Gate-type map:
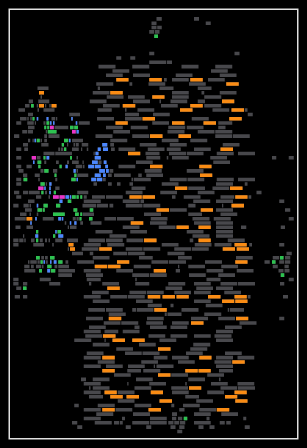
The clock network:
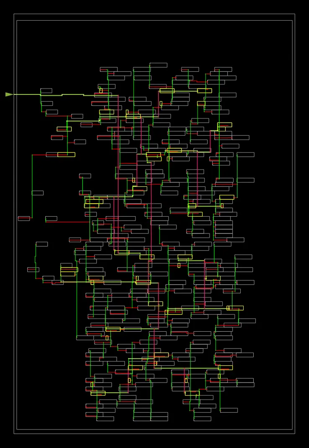
Sequential cells grouped by signal name:
Other sequential cells in the stronger grey, the rest of the logic in the fainter grey.
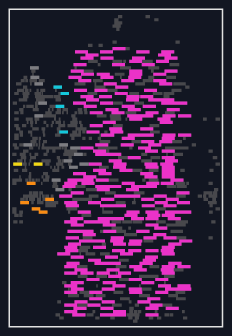
Zoomed window:
Region (20, 176) to (70, 226) µm. Cells in grey, sequential cells in the stronger grey; small squares are vias.
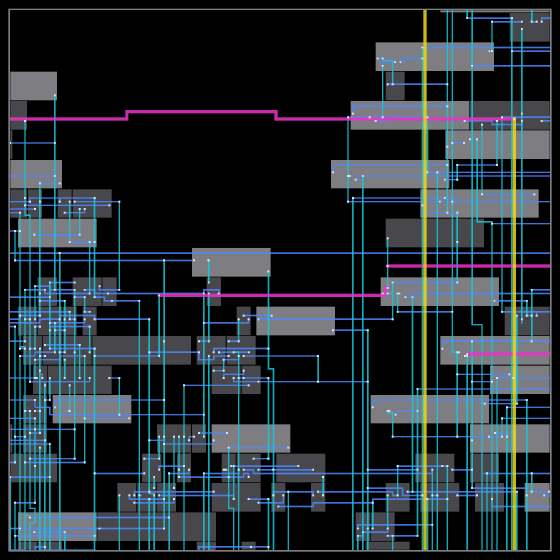
Supply network:
Pins as bars on the die edge.
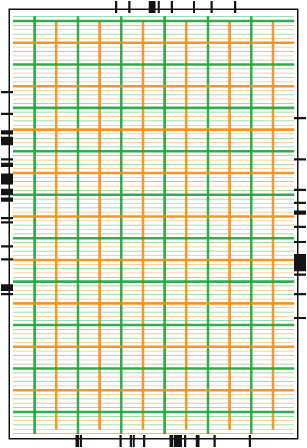
<file path="src/rtl/trace_capture_if.sv">
// Sample bus and readout handshake for the trace capture buffer.
// master drives samples and rd_ready; slave is the capture unit.
interface trace_capture_if #(
    parameter int WIDTH = 16
);
    logic             sample_valid;
    logic [WIDTH-1:0] sample_data;
    logic [WIDTH-1:0] trig_mask;
    logic [WIDTH-1:0] trig_value;
    logic             rd_ready;
    logic             rd_valid;
    logic [WIDTH-1:0] rd_data;

    modport master (
        output sample_valid, sample_data,
        output trig_mask, trig_value,
        output rd_ready,
        input  rd_valid, rd_data
    );

    modport slave (
        input  sample_valid, sample_data,
        input  trig_mask, trig_value,
        input  rd_ready,
        output rd_valid, rd_data
    );
endinterface

</file>
<file path="src/rtl/trace_capture.sv">
// Triggered trace buffer: keeps a window of pre-trigger samples,
// fills the rest after a masked compare hit, then drains oldest-first.
module trace_capture #(
    parameter int WIDTH    = 16,
    parameter int DEPTH    = 16,
    parameter int PRE_TRIG = 4
) (
    input  logic                   clk,
    input  logic                   reset,
    input  logic                   arm,
    trace_capture_if.slave         bus,
    output logic [1:0]             state_out,
    output logic                   triggered,
    output logic [$clog2(DEPTH):0] count_out
);
    localparam int AW = $clog2(DEPTH);

    localparam logic [1:0] S_IDLE    = 2'd0;
    localparam logic [1:0] S_ARMED   = 2'd1;
    localparam logic [1:0] S_CAPTURE = 2'd2;
    localparam logic [1:0] S_READOUT = 2'd3;

    localparam logic [AW-1:0] P_ONE  = 1;
    localparam logic [AW:0]   C_ONE  = 1;
    localparam logic [AW:0]   PRE_N  = PRE_TRIG;
    localparam logic [AW:0]   POST_N = DEPTH - PRE_TRIG;

    logic [WIDTH-1:0] mem_q [DEPTH];

    logic [1:0]    state_q, state_d;
    logic [AW-1:0] wr_ptr_q, wr_ptr_d;
    logic [AW-1:0] rd_ptr_q, rd_ptr_d;
    logic [AW:0]   count_q, count_d;
    logic [AW:0]   post_q, post_d;
    logic          trig_q, trig_d;
    logic          we;
    logic          hit;
    logic          rd_valid;

    assign hit = bus.sample_valid &&
                 ((bus.sample_data & bus.trig_mask) ==
                  (bus.trig_value & bus.trig_mask));

    assign rd_valid = (state_q == S_READOUT) && (count_q != '0);

    always_comb begin
        state_d  = state_q;
        wr_ptr_d = wr_ptr_q;
        rd_ptr_d = rd_ptr_q;
        count_d  = count_q;
        post_d   = post_q;
        trig_d   = trig_q;
        we       = 1'b0;
        unique case (state_q)
            S_IDLE: begin
                if (arm) begin
                    state_d  = S_ARMED;
                    wr_ptr_d = '0;
                    rd_ptr_d = '0;
                    count_d  = '0;
                    post_d   = '0;
                end
            end
            S_ARMED: begin
                if (bus.sample_valid) begin
                    we       = 1'b1;
                    wr_ptr_d = wr_ptr_q + P_ONE;
                    if (hit) begin
                        count_d = count_q + C_ONE;
                        post_d  = C_ONE;
                        trig_d  = 1'b1;
                        state_d = (POST_N == C_ONE) ? S_READOUT
                                                    : S_CAPTURE;
                    end else if (count_q == PRE_N) begin
                        // window full: drop the oldest pre-trigger entry
                        rd_ptr_d = rd_ptr_q + P_ONE;
                    end else begin
                        count_d = count_q + C_ONE;
                    end
                end
            end
            S_CAPTURE: begin
                if (bus.sample_valid) begin
                    we       = 1'b1;
                    wr_ptr_d = wr_ptr_q + P_ONE;
                    count_d  = count_q + C_ONE;
                    post_d   = post_q + C_ONE;
                    if (post_q == POST_N - C_ONE) begin
                        state_d = S_READOUT;
                    end
                end
            end
            S_READOUT: begin
                if (rd_valid && bus.rd_ready) begin
                    rd_ptr_d = rd_ptr_q + P_ONE;
                    count_d  = count_q - C_ONE;
                    if (count_q == C_ONE) begin
                        state_d = S_IDLE;
                        trig_d  = 1'b0;
                    end
                end
            end
            default: state_d = S_IDLE;
        endcase
    end

    always_ff @(posedge clk) begin
        if (reset) begin
            state_q  <= S_IDLE;
            wr_ptr_q <= '0;
            rd_ptr_q <= '0;
            count_q  <= '0;
            post_q   <= '0;
            trig_q   <= 1'b0;
        end else begin
            state_q  <= state_d;
            wr_ptr_q <= wr_ptr_d;
            rd_ptr_q <= rd_ptr_d;
            count_q  <= count_d;
            post_q   <= post_d;
            trig_q   <= trig_d;
        end
    end

    always_ff @(posedge clk) begin
        if (!reset && we) begin
            mem_q[wr_ptr_q] <= bus.sample_data;
        end
    end

    assign bus.rd_valid = rd_valid;
    assign bus.rd_data  = rd_valid ? mem_q[rd_ptr_q] : '0;
    assign state_out    = state_q;
    assign triggered    = trig_q;
    assign count_out    = count_q;
endmodule
</file>
<file path="src/flat_wrapper.sv">
// flat-port wrapper written by rule: the top's interface ports become plain ports
module trace_capture_flat 
#(
    parameter int WIDTH    = 16,
    parameter int DEPTH    = 16,
    parameter int PRE_TRIG = 4
)
  (clk, reset, arm, state_out, triggered, count_out, bus_sample_valid, bus_sample_data, bus_trig_mask, bus_trig_value, bus_rd_ready, bus_rd_valid, bus_rd_data);
  trace_capture_if #(.WIDTH(WIDTH)) bus_i ();
  input  logic clk;
  input  logic reset;
  input  logic arm;
  output logic [1:0] state_out;
  output logic triggered;
  output logic [$clog2(DEPTH):0] count_out;
  input wire logic [$bits(bus_i.sample_valid)-1:0] bus_sample_valid;
  input wire logic [$bits(bus_i.sample_data)-1:0] bus_sample_data;
  input wire logic [$bits(bus_i.trig_mask)-1:0] bus_trig_mask;
  input wire logic [$bits(bus_i.trig_value)-1:0] bus_trig_value;
  input wire logic [$bits(bus_i.rd_ready)-1:0] bus_rd_ready;
  output wire logic [$bits(bus_i.rd_valid)-1:0] bus_rd_valid;
  output wire logic [$bits(bus_i.rd_data)-1:0] bus_rd_data;
  assign bus_i.sample_valid = bus_sample_valid;
  assign bus_i.sample_data = bus_sample_data;
  assign bus_i.trig_mask = bus_trig_mask;
  assign bus_i.trig_value = bus_trig_value;
  assign bus_i.rd_ready = bus_rd_ready;
  assign bus_rd_valid = bus_i.rd_valid;
  assign bus_rd_data = bus_i.rd_data;
  trace_capture #(.WIDTH(WIDTH), .DEPTH(DEPTH), .PRE_TRIG(PRE_TRIG)) u_core (.clk(clk), .reset(reset), .arm(arm), .bus(bus_i), .state_out(state_out), .triggered(triggered), .count_out(count_out));
endmodule
</file>
<file path="config.mk">
export PLATFORM = sky130hd
export DESIGN_NAME = trace_capture_flat
export DESIGN_NICKNAME = d
export VERILOG_FILES = /design/src/rtl/trace_capture_if.sv /design/src/rtl/trace_capture.sv /design/src/flat_wrapper.sv
export SDC_FILE = /design/constraint.sdc
export NUM_CORES = 1
export LEC_CHECK = 0
export CORE_ASPECT_RATIO = 1.5
export CORE_MARGIN = 1.5
export CORE_UTILIZATION = 25
export DETAILED_ROUTE_END_ITERATION = 16
export PLACE_DENSITY = 0.43
export REMOVE_ABC_BUFFERS = 1
export SYNTH_ARGS = -nofsm -noshare
export SYNTH_HDL_FRONTEND = slang
export SYNTH_SLANG_ARGS = --single-unit
</file>
<file path="constraint.sdc">
create_clock -name clk -period 7.2 [get_ports clk]
set_input_delay 1.44 -clock clk [delete_from_list [all_inputs] [get_ports clk]]
set_output_delay 1.44 -clock clk [all_outputs]
set_load 0.05 [all_outputs]
</file>
==> impl_summary.log <==
[report] extracting results
INFO  metric nFillCells = 4474
INFO  metric holdBufCountCts = 0
INFO  metric dp_hpwl = between 15 and 20 mm
INFO  metric timing.max_slew.rel_slack = between 40% and 50%
INFO  metric vias_per_cell = 4.60
INFO  metric post_synth.cell_area_avg = roughly 19 µm²
INFO  metric vias = approximately 6100
INFO  metric cts.repair_timing.setup_buffer_count = 0
INFO  metric pre_antenna_drt_iters = 4
INFO  metric place_congestion = 0.731
INFO  metric drt_iter0_markers = 355
INFO  metric io-pin-count = a little under 80
INFO  metric syn2layout_area_growth = 21.1%
INFO  metric grt_antenna_before_repair = 1
INFO  metric tritoncts = built
INFO  metric final_worst_setup_slack = between 1500 and 2000 ps
INFO  metric worst_path_most_repeated_cell = mux4_2
INFO  metric type_of_the_tightest_min_delay_check = flip-flop to flip-flop
INFO  metric yosysSeqAreaShare = a little over two thirds
INFO  metric setup-violations-final = 0
INFO  metric top_cells_by_area = edfxtp_1 66%, mux4_2 15%, dfxtp_1 4.3%
INFO  metric slowest_delay = between 800 and 900 ps
INFO  metric max_cap_viol_count = 0
INFO  metric crit_family = buffers and inverters
INFO  metric total_leakage_power = ~4.3 nW
INFO  metric htreeDepth = 1
INFO  metric powerDensity = between 200 and 300 nW/µm²
INFO  metric worst-endpoint-required = 5760 ps
INFO  metric netlist_instances = 630
INFO  metric num_rows = ~96
INFO  metric status = complete, no violations
INFO  metric insertedDiodeCount = 0
INFO  metric floorplan.core_area = roughly 46000 µm²
INFO  metric grt_pass1_wl = about 44 mm
INFO  metric combined_area_of_all_synthesized_cells = between 10000 and 15000 µm²
INFO  metric cts-buffers-inserted = 28
INFO  metric instances_no_fill = roughly 1300
INFO  metric timing.reg2reg.setup_slack = ~4000 ps
INFO  metric max_slew.worst_pin.slew = slightly below 900 ps
INFO  metric clock_path_buffers = 3
INFO  metric yosys_most_used_dff = edfxtp_1
INFO  metric grt_setup_unrepaired = false
INFO  metric postRouteAntennaNets = 0
INFO  metric horiz_die_dim = 180 µm
INFO  metric grt-ovfl-total = 0
INFO  metric post_layout_total_power = 3.77 mW
INFO  metric top_cell_area_share = 65.7%
INFO  metric largest_area_cell = edfxtp_1
INFO  metric post_synth_most_frequent_cells = 256 x edfxtp_1, 80 x mux4_2, 33 x nor2_1
About 'gate-type map':
legend:
  magenta:
    family: non-inverting ao/oa cells
    cells: 6
  orange:
    family: mux cells
    cells: 86
  green:
    family: aoi and oai cells
    cells: 57
    where: west
  blue:
    family: nor cells
    cells: 51

About 'the clock network':
post-route clock skew: 10.3 ps
number of clock buffer instances in the layout: 41
source-to-sink clock delay at the later pin of the worst-skew pair: 540 ps

About 'sequential cells grouped by signal name':
legend:
  cyan:
    name_in_the_netlist: u_core.wr_ptr_q
    placed_flops: 4
  magenta:
    name_in_the_netlist: u_core.mem_q
    placed_flops: 256
  orange:
    name_in_the_netlist: u_core.post_q
    placed_flops: 5
    where: west
  yellow:
    name_in_the_netlist: u_core.state_out
    placed_flops: 2

About 'zoomed window':
legend:
  yellow:
    layer: metal 4
  cyan:
    layer: metal 2
  magenta:
    layer: metal 3
  blue:
    layer: metal 1
sequential cells in the window: 18
most frequent: edfxtp_1 (10), dfxtp_1 (8), nand2_1 (6)
cells with their middle in the window: 68
netlist names of flops here include: u_core.mem_q (10), u_core.count_out (5), u_core.wr_ptr_q (3)

About 'supply network':
legend:
  green:
    net: VSS
  orange:
    net: VDD
met4 straps: 12
met5 straps: 19
signal pins: 78
met1 rails: 97
rows: 96

path summary, 6_finish.rpt:
check | depth (start not counted) | startpoint | endpoint
min reg2reg | 1 | u_core.rd_ptr_q[3] | u_core.rd_ptr_q[3]
max | 5 | flip-flop | bus_rd_data[15]
min | 1 | u_core.rd_ptr_q[3] | u_core.rd_ptr_q[3]
max reg2reg | 6 | u_core.state_out[0] | u_core.mem_q[10][1]
cells in the final DEF (no fill, tap or decap), types with 4 or more instances in the layout:
| cell | synthesis | final |
|---|---|---|
| edfxtp_1 | 256 | 256 |
| clkdlybuf4s50_1 | 0 | 77 |
| a21oi_1 | 9 | 9 |
| ha_1 | 14 | 14 |
| nor2_1 | 33 | 21 |
| inv_1 | 14 | 14 |
| and2_1 | 18 | 18 |
| clkbuf_16 | 0 | 29 |
| clkinv_1 | 0 | 5 |
| o21ai_0 | 13 | 13 |
| nand3_1 | 12 | 12 |
| nand2b_1 | 6 | 6 |
| nor3_1 | 10 | 6 |
| mux2i_1 | 5 | 5 |
| nor3_2 | 1 | 5 |
| nor2_4 | 0 | 6 |
| buf_4 | 4 | 17 |
| mux4_2 | 80 | 80 |
| nand2_1 | 22 | 22 |
| xor2_1 | 16 | 16 |
| nor2_2 | 0 | 6 |
| a22oi_1 | 9 | 9 |
| o31ai_1 | 6 | 6 |
| nand4_1 | 5 | 5 |
| clkbuf_1 | 9 | 9 |
| nor2b_1 | 4 | 4 |
| dfxtp_1 | 25 | 23 |
area by class of cell:
type | instances | area [µm²] | share of cell area [%]
Clock buffer | 41 | 801 | 5.65
Clock inverter | 11 | 124 | 0.874
Inverter | 14 | 52.6 | 0.371
Multi-Input combinational cell | 303 | 3370 | 23.8
Sequential cell | 281 | 8190 | 57.8
Tap cell | 588 | 736 | 5.19
Timing Repair Buffer | 94 | 898 | 6.34
stage by stage:
stage / cell area, µm² / hold slack [ps]
final: 14200 / 494
after global routing: 14200 / 510
after CTS: 14200 / 494
after detailed placement: 13200 / 478
after global placement: 13200 / 462
after floorplan: 11500 / 441
cells by family (layout without fill, tap and decap cells):
group | count (synthesis) | after routing | synth area share, %
compound gates | 63 | 63 | 3.92
xor+xnor | 18 | 18 | 1.35
fa+ha+maj | 14 | 14 | 1.50
buf+inv | 46 | 160 | 1.97
flops | 281 | 281 | 69.9
mux | 86 | 86 | 15.9
simple gates | 122 | 122 | 5.41
sequential cells by signal, summed over array words and instances (netlist names), named ones only:
| name | count |
|---|---|
| u_core.triggered | 1 |
| u_core.rd_ptr_q | 4 |
| u_core.post_q | 5 |
| u_core.mem_q | 256 |
| u_core.count_out | 5 |
| u_core.state_out | 2 |
| u_core.wr_ptr_q | 4 |
power breakdown:
part	leakage, nW	internal (mW)	switching [mW]
Sequential	2.50	1.81	0.0190
Combinational	1.37	0.167	0.296
Clock	0.452	0.874	0.602
Total	4.32	2.85	0.917
layer usage:
layer  up-vias  GRT usage (%)  wire length, µm
met3        40           1.67             1060
met1      3217           14.7            12300
li1       2735              -                -
met4         0           3.60              623
met5         -              0                0
met2       141           23.4            16100
Power is estimated from default activity; no workload was simulated.
